Figure 1. Placed cells, one color a class.
Scale bar: 20 microns.
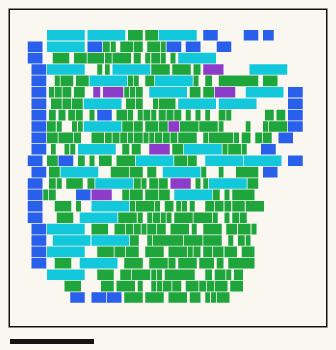
Figure 2. Register map, names as in the netlist.
Scale bar: 20 microns.
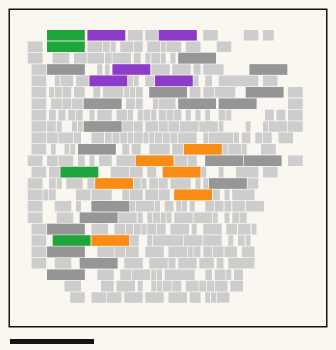
Figure 3. Cell sizes after repair.
Scale bar: 20 microns.
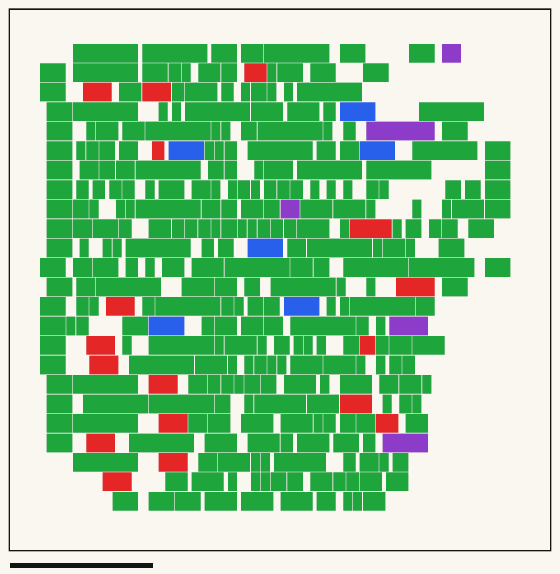
### src/rtl/juiz_jogada.sv
// juiz_jogada - judge for a single player move in the piano game.
//
// Latches the expected note and hold time, waits for a key press, measures
// how long the key is held in metronome ticks and reports whether the note
// and the duration were right. A saturating error budget drives perdeu.
//
// Ports:
//   clock          system clock, rising edge
//   reset          asynchronous, active-low
//   inicia         start a judgement (accepted only when idle and perdeu=0)
//   nota_esperada  expected key index, latched on accepted inicia
//   tempo_esperado expected hold time in ticks, latched on accepted inicia
//   tick           one-cycle metronome subdivision pulse
//   botoes         debounced key levels
//   zera_erros     synchronous clear of the error count (wins over increment)
//   ocupado        high while a judgement is in progress
//   pronto         one-cycle pulse, result flags valid
//   nota_correta   captured key matches the expected one
//   tempo_correto  hold time within TOLERANCIA of the expected one
//   tempo_baixo    hold time shorter than the tolerance window
//   estourou       no key pressed within TIMEOUT ticks
//   erros          saturating error count
//   perdeu         erros reached MAX_ERROS
//   nota_tocada    captured key index
//
// Optional feature: define JUIZ_MULTITECLA_EN to mark a move wrong whenever
// more than one key is down at capture or at any cycle while holding.

module juiz_jogada #(
    parameter int NUM_BOTOES  = 13,
    parameter int MAX_DURACAO = 63,
    parameter int TOLERANCIA  = 1,
    parameter int TIMEOUT     = 16,
    parameter int MAX_ERROS   = 3,
    localparam int NW = $clog2(NUM_BOTOES),
    localparam int DW = $clog2(MAX_DURACAO + 1),
    localparam int EW = $clog2(MAX_ERROS + 1)
) (
    input  logic                  clock,
    input  logic                  reset,
    input  logic                  inicia,
    input  logic [NW-1:0]         nota_esperada,
    input  logic [DW-1:0]         tempo_esperado,
    input  logic                  tick,
    input  logic [NUM_BOTOES-1:0] botoes,
    input  logic                  zera_erros,
    output logic                  ocupado,
    output logic                  pronto,
    output logic                  nota_correta,
    output logic                  tempo_correto,
    output logic                  tempo_baixo,
    output logic                  estourou,
    output logic [EW-1:0]         erros,
    output logic                  perdeu,
    output logic [NW-1:0]         nota_tocada
);

    localparam int WW = $clog2(TIMEOUT + 1);

    typedef enum logic [1:0] {OCIOSO, ESPERA, SEGURA, AVALIA} estado_t;

    estado_t         estado, prox_estado;
    logic [NW-1:0]   nota_esp_q;
    logic [DW-1:0]   tempo_esp_q;
    logic [DW-1:0]   duracao;
    logic [WW-1:0]   cont_espera;
    logic [NW-1:0]   indice;
    logic            alguma_tecla;
    logic            aceita;
    logic            espera_fim;
    logic [DW:0]     diferenca;
    logic [DW:0]     limite_baixo;
    logic            limite_negativo;
    logic            nota_ok;
    logic            tempo_ok;
    logic            baixo;
    logic            erro;

    assign alguma_tecla = |botoes;
    assign aceita       = (estado == OCIOSO) && inicia && !perdeu;
    assign espera_fim   = (cont_espera == WW'(TIMEOUT - 1));
    assign ocupado      = (estado != OCIOSO);
    assign perdeu       = (erros == EW'(MAX_ERROS));

    // Priority encoder: the lowest pressed key index wins.
    always_comb begin
        indice = '0;
        for (int i = NUM_BOTOES - 1; i >= 0; i--) begin
            if (botoes[i]) indice = NW'(i);
        end
    end

    // Evaluation arithmetic is done one bit wider so the lower edge of the
    // window can detect underflow when tempo_esperado < TOLERANCIA.
    always_comb begin
        diferenca = (duracao >= tempo_esp_q) ? ({1'b0, duracao} - {1'b0, tempo_esp_q})
                                             : ({1'b0, tempo_esp_q} - {1'b0, duracao});
        limite_negativo = ({1'b0, tempo_esp_q} < (DW+1)'(TOLERANCIA));
        limite_baixo    = {1'b0, tempo_esp_q} - (DW+1)'(TOLERANCIA);
        tempo_ok = !estourou && (diferenca <= (DW+1)'(TOLERANCIA));
        baixo    = !estourou && !limite_negativo && ({1'b0, duracao} < limite_baixo);
    end

`ifdef JUIZ_MULTITECLA_EN
    logic multi_q;
    logic varias;

    // More than one bit set: clearing the lowest set bit leaves something.
    assign varias  = |(botoes & (botoes - NUM_BOTOES'(1)));
    assign nota_ok = !estourou && !multi_q && (nota_tocada == nota_esp_q);

    // Sticky multi-key flag, sampled at capture and through the hold.
    always_ff @(posedge clock or negedge reset) begin
        if (!reset) begin
            multi_q <= 1'b0;
        end else if (aceita) begin
            multi_q <= 1'b0;
        end else if ((estado == ESPERA || estado == SEGURA) && varias) begin
            multi_q <= 1'b1;
        end
    end
`else
    assign nota_ok = !estourou && (nota_tocada == nota_esp_q);
`endif

    assign erro = !(nota_ok && tempo_ok);

    // State register.
    always_ff @(posedge clock or negedge reset) begin
        if (!reset) estado <= OCIOSO;
        else        estado <= prox_estado;
    end

    // Next-state logic. A press in ESPERA takes precedence over a timeout
    // tick in the same cycle; a release in SEGURA ignores a coincident tick.
    always_comb begin
        prox_estado = estado;
        case (estado)
            OCIOSO: if (aceita) prox_estado = ESPERA;
            ESPERA: begin
                if (alguma_tecla)           prox_estado = SEGURA;
                else if (tick && espera_fim) prox_estado = AVALIA;
            end
            SEGURA: if (!alguma_tecla) prox_estado = AVALIA;
            AVALIA: prox_estado = OCIOSO;
            default: prox_estado = OCIOSO;
        endcase
    end

    // Datapath: expected values, counters, captured key and result flags.
    always_ff @(posedge clock or negedge reset) begin
        if (!reset) begin
            nota_esp_q    <= '0;
            tempo_esp_q   <= '0;
            duracao       <= '0;
            cont_espera   <= '0;
            nota_tocada   <= '0;
            estourou      <= 1'b0;
            nota_correta  <= 1'b0;
            tempo_correto <= 1'b0;
            tempo_baixo   <= 1'b0;
            pronto        <= 1'b0;
        end else begin
            pronto <= 1'b0;
            case (estado)
                OCIOSO: begin
                    if (aceita) begin
                        nota_esp_q    <= nota_esperada;
                        tempo_esp_q   <= tempo_esperado;
                        duracao       <= '0;
                        cont_espera   <= '0;
                        nota_tocada   <= '0;
                        estourou      <= 1'b0;
                        nota_correta  <= 1'b0;
                        tempo_correto <= 1'b0;
                        tempo_baixo   <= 1'b0;
                    end
                end
                ESPERA: begin
                    if (alguma_tecla) begin
                        nota_tocada <= indice;
                        duracao     <= '0;
                    end else if (tick) begin
                        cont_espera <= cont_espera + WW'(1);
                        if (espera_fim) estourou <= 1'b1;
                    end
                end
                SEGURA: begin
                    if (alguma_tecla && tick && duracao != DW'(MAX_DURACAO)) begin
                        duracao <= duracao + DW'(1);
                    end
                end
                AVALIA: begin
                    nota_correta  <= nota_ok;
                    tempo_correto <= tempo_ok;
                    tempo_baixo   <= baixo;
                    pronto        <= 1'b1;
                end
                default: ;
            endcase
        end
    end

    // Saturating error budget; a clear request overrides a same-cycle error.
    always_ff @(posedge clock or negedge reset) begin
        if (!reset) begin
            erros <= '0;
        end else if (zera_erros) begin
            erros <= '0;
        end else if (estado == AVALIA && erro && !perdeu) begin
            erros <= erros + EW'(1);
        end
    end

endmodule

### config.mk
export PLATFORM = sky130hd
export DESIGN_NAME = juiz_jogada
export DESIGN_NICKNAME = d
export VERILOG_FILES = /design/src/rtl/juiz_jogada.sv
export SDC_FILE = /design/constraint.sdc
export NUM_CORES = 1
export LEC_CHECK = 0
export ABC_CLOCK_PERIOD_IN_PS = 6400
export CAP_MARGIN = 40
export CORE_MARGIN = 4
export CORE_UTILIZATION = 57
export DETAILED_ROUTE_END_ITERATION = 12
export GPL_ROUTABILITY_DRIVEN = 0
export PLACE_DENSITY = 0.95
export SETUP_SLACK_MARGIN = 0.3
export SLEW_MARGIN = 20
export SYNTH_ARGS = -nofsm -noshare
export SYNTH_HDL_FRONTEND = slang
export SYNTH_SLANG_ARGS = --single-unit
### constraint.sdc
create_clock -name clock -period 6.4 [get_ports clock]
set_clock_uncertainty 0.2 [all_clocks]
set_input_delay 1.92 -clock clock [delete_from_list [all_inputs] [get_ports clock]]
set_output_delay 1.92 -clock clock [all_outputs]
set_load 0.01 [all_outputs]
==> ci_impl_report.md <==
## PnR job results

| Metric | Value |
|---|---|
| Status | completed |
| Asr flop ratio synth | 100% |
| Logic inverters | 29 |
| Overall Power | around 1.3 mW |
| Yosys cell types | 54 |
| Start point of the critical path | botoes[11] |
| Clk ins delay skew pair | between 200 and 300 ps |
| Reg2reg start | tempo_esp_q[0] |
| Hold Crit Depth | 2 |
| Core Region | 0.00438 sq mm |
| FFs & Latches | 34 |
| Worst Path Required | 6370 ps |
| Hold buffer count at CTS | 0 |
| Wire length on met1 | roughly 2400 microns |
| Fin nets | between 300 and 400 |
| CTS sink cnt | 34 |
| Slew Limit Fails | 0 |
| RSZ-0062 raised after global routing | no |
| Placed Area | just over 0.003 sq mm |
| Clock-cell share of area | under 10% |
| Slowest stage delay, CP | between 500 and 600 ps |
| Placed insts | approximately 370 |
| R2R setup slack | between 3000 and 4000 ps |
| Largest net degree at the start of global routing | 35 |
| Maxcap violations | 0 |
| Final WL | 5750 microns |
| EDFF count, synth | 0 |
| WP depth | 8 |
| Crit path to | duracao[4] |
| WS Path Type | in2reg |
| Crit-path cells | clkdlybuf4s50_1, or4_1, and4b_1, a21oi_1, o21a_1, nand4_1, xnor2_1, and2_1 |
| Mapped cell area | between 0.002 and 0.003 sq mm |
| Routed len/inst | ~15 microns |
| DRC | 0 |
| Top FF cell, synth | dfrtp_1 |
| Top cell category | logic gates |
| Buf+Inv Stages, Crit Path | 1 |
Back to the opening pictures, Figure 1:
[clock drivers and dummy loads] purple | cells: 8 | share of their area: 3.1%
[sequential cells] cyan | cells: 34 | share of their area: 28%
[remaining buffers and delay cells] blue | cells: 41 | share of their area: 13%
[combinational and other logic] green | cells: 244 | share of their area: 56%
Cell Rows: 24
flop share of the area: 27.3%
final core utilization: 71.1%

Back to the opening pictures, Figure 2:
[`cont_espera`] purple | placed flops: 5 | where: top center
[`nota_esp_q`] green | placed flops: 4
[`duracao`] orange | placed flops: 6 | where: center
Flop area: 851 sq um
power in sequential cells: 0.359 mW

Back to the opening pictures, Figure 3:
[_2 cells] red | cells: 17 | most used: mux2_2
[_6 and larger] blue | cells: 6 | most used: clkbuf_8
[_0 and _1 cells] green | cells: 299 | most used: clkdlybuf4s50_1
[_3 and _4 cells] purple | cells: 5
post-route cell area: 0.00312 sq mm
area grow syn2layout: 20.4%

==> power by group <==
part	total [mW]	internal (mW)	switching, mW
Clock	0.162	0.0863	0.0760
Sequential	0.359	0.281	0.0781
Combinational	0.754	0.350	0.404
==> kinds of logic after synthesis <==
family                   count (synthesis)  synth area share [%]
multiplexers                            15                  6.52
buffers and inverters                   33                  5.75
AND-OR/OR-AND                           66                  18.2
adder cells (fa/ha/maj)                 29                  14.6
flip-flops                              34                  32.9
AND/OR/NAND/NOR                         89                  16.6
XOR/XNOR                                16                  5.41
==> state kept, by name (all words and copies together), names as in the netlist <==
register       flops
duracao            6
tempo_esp_q        6
cont_espera        5
nota_esp_q         4
nota_tocada        4
erros              2
estado             2
estourou           1
nota_correta       1
pronto             1
tempo_baixo        1
tempo_correto      1
No activity file was given, so power comes from the tool's default toggle rates.
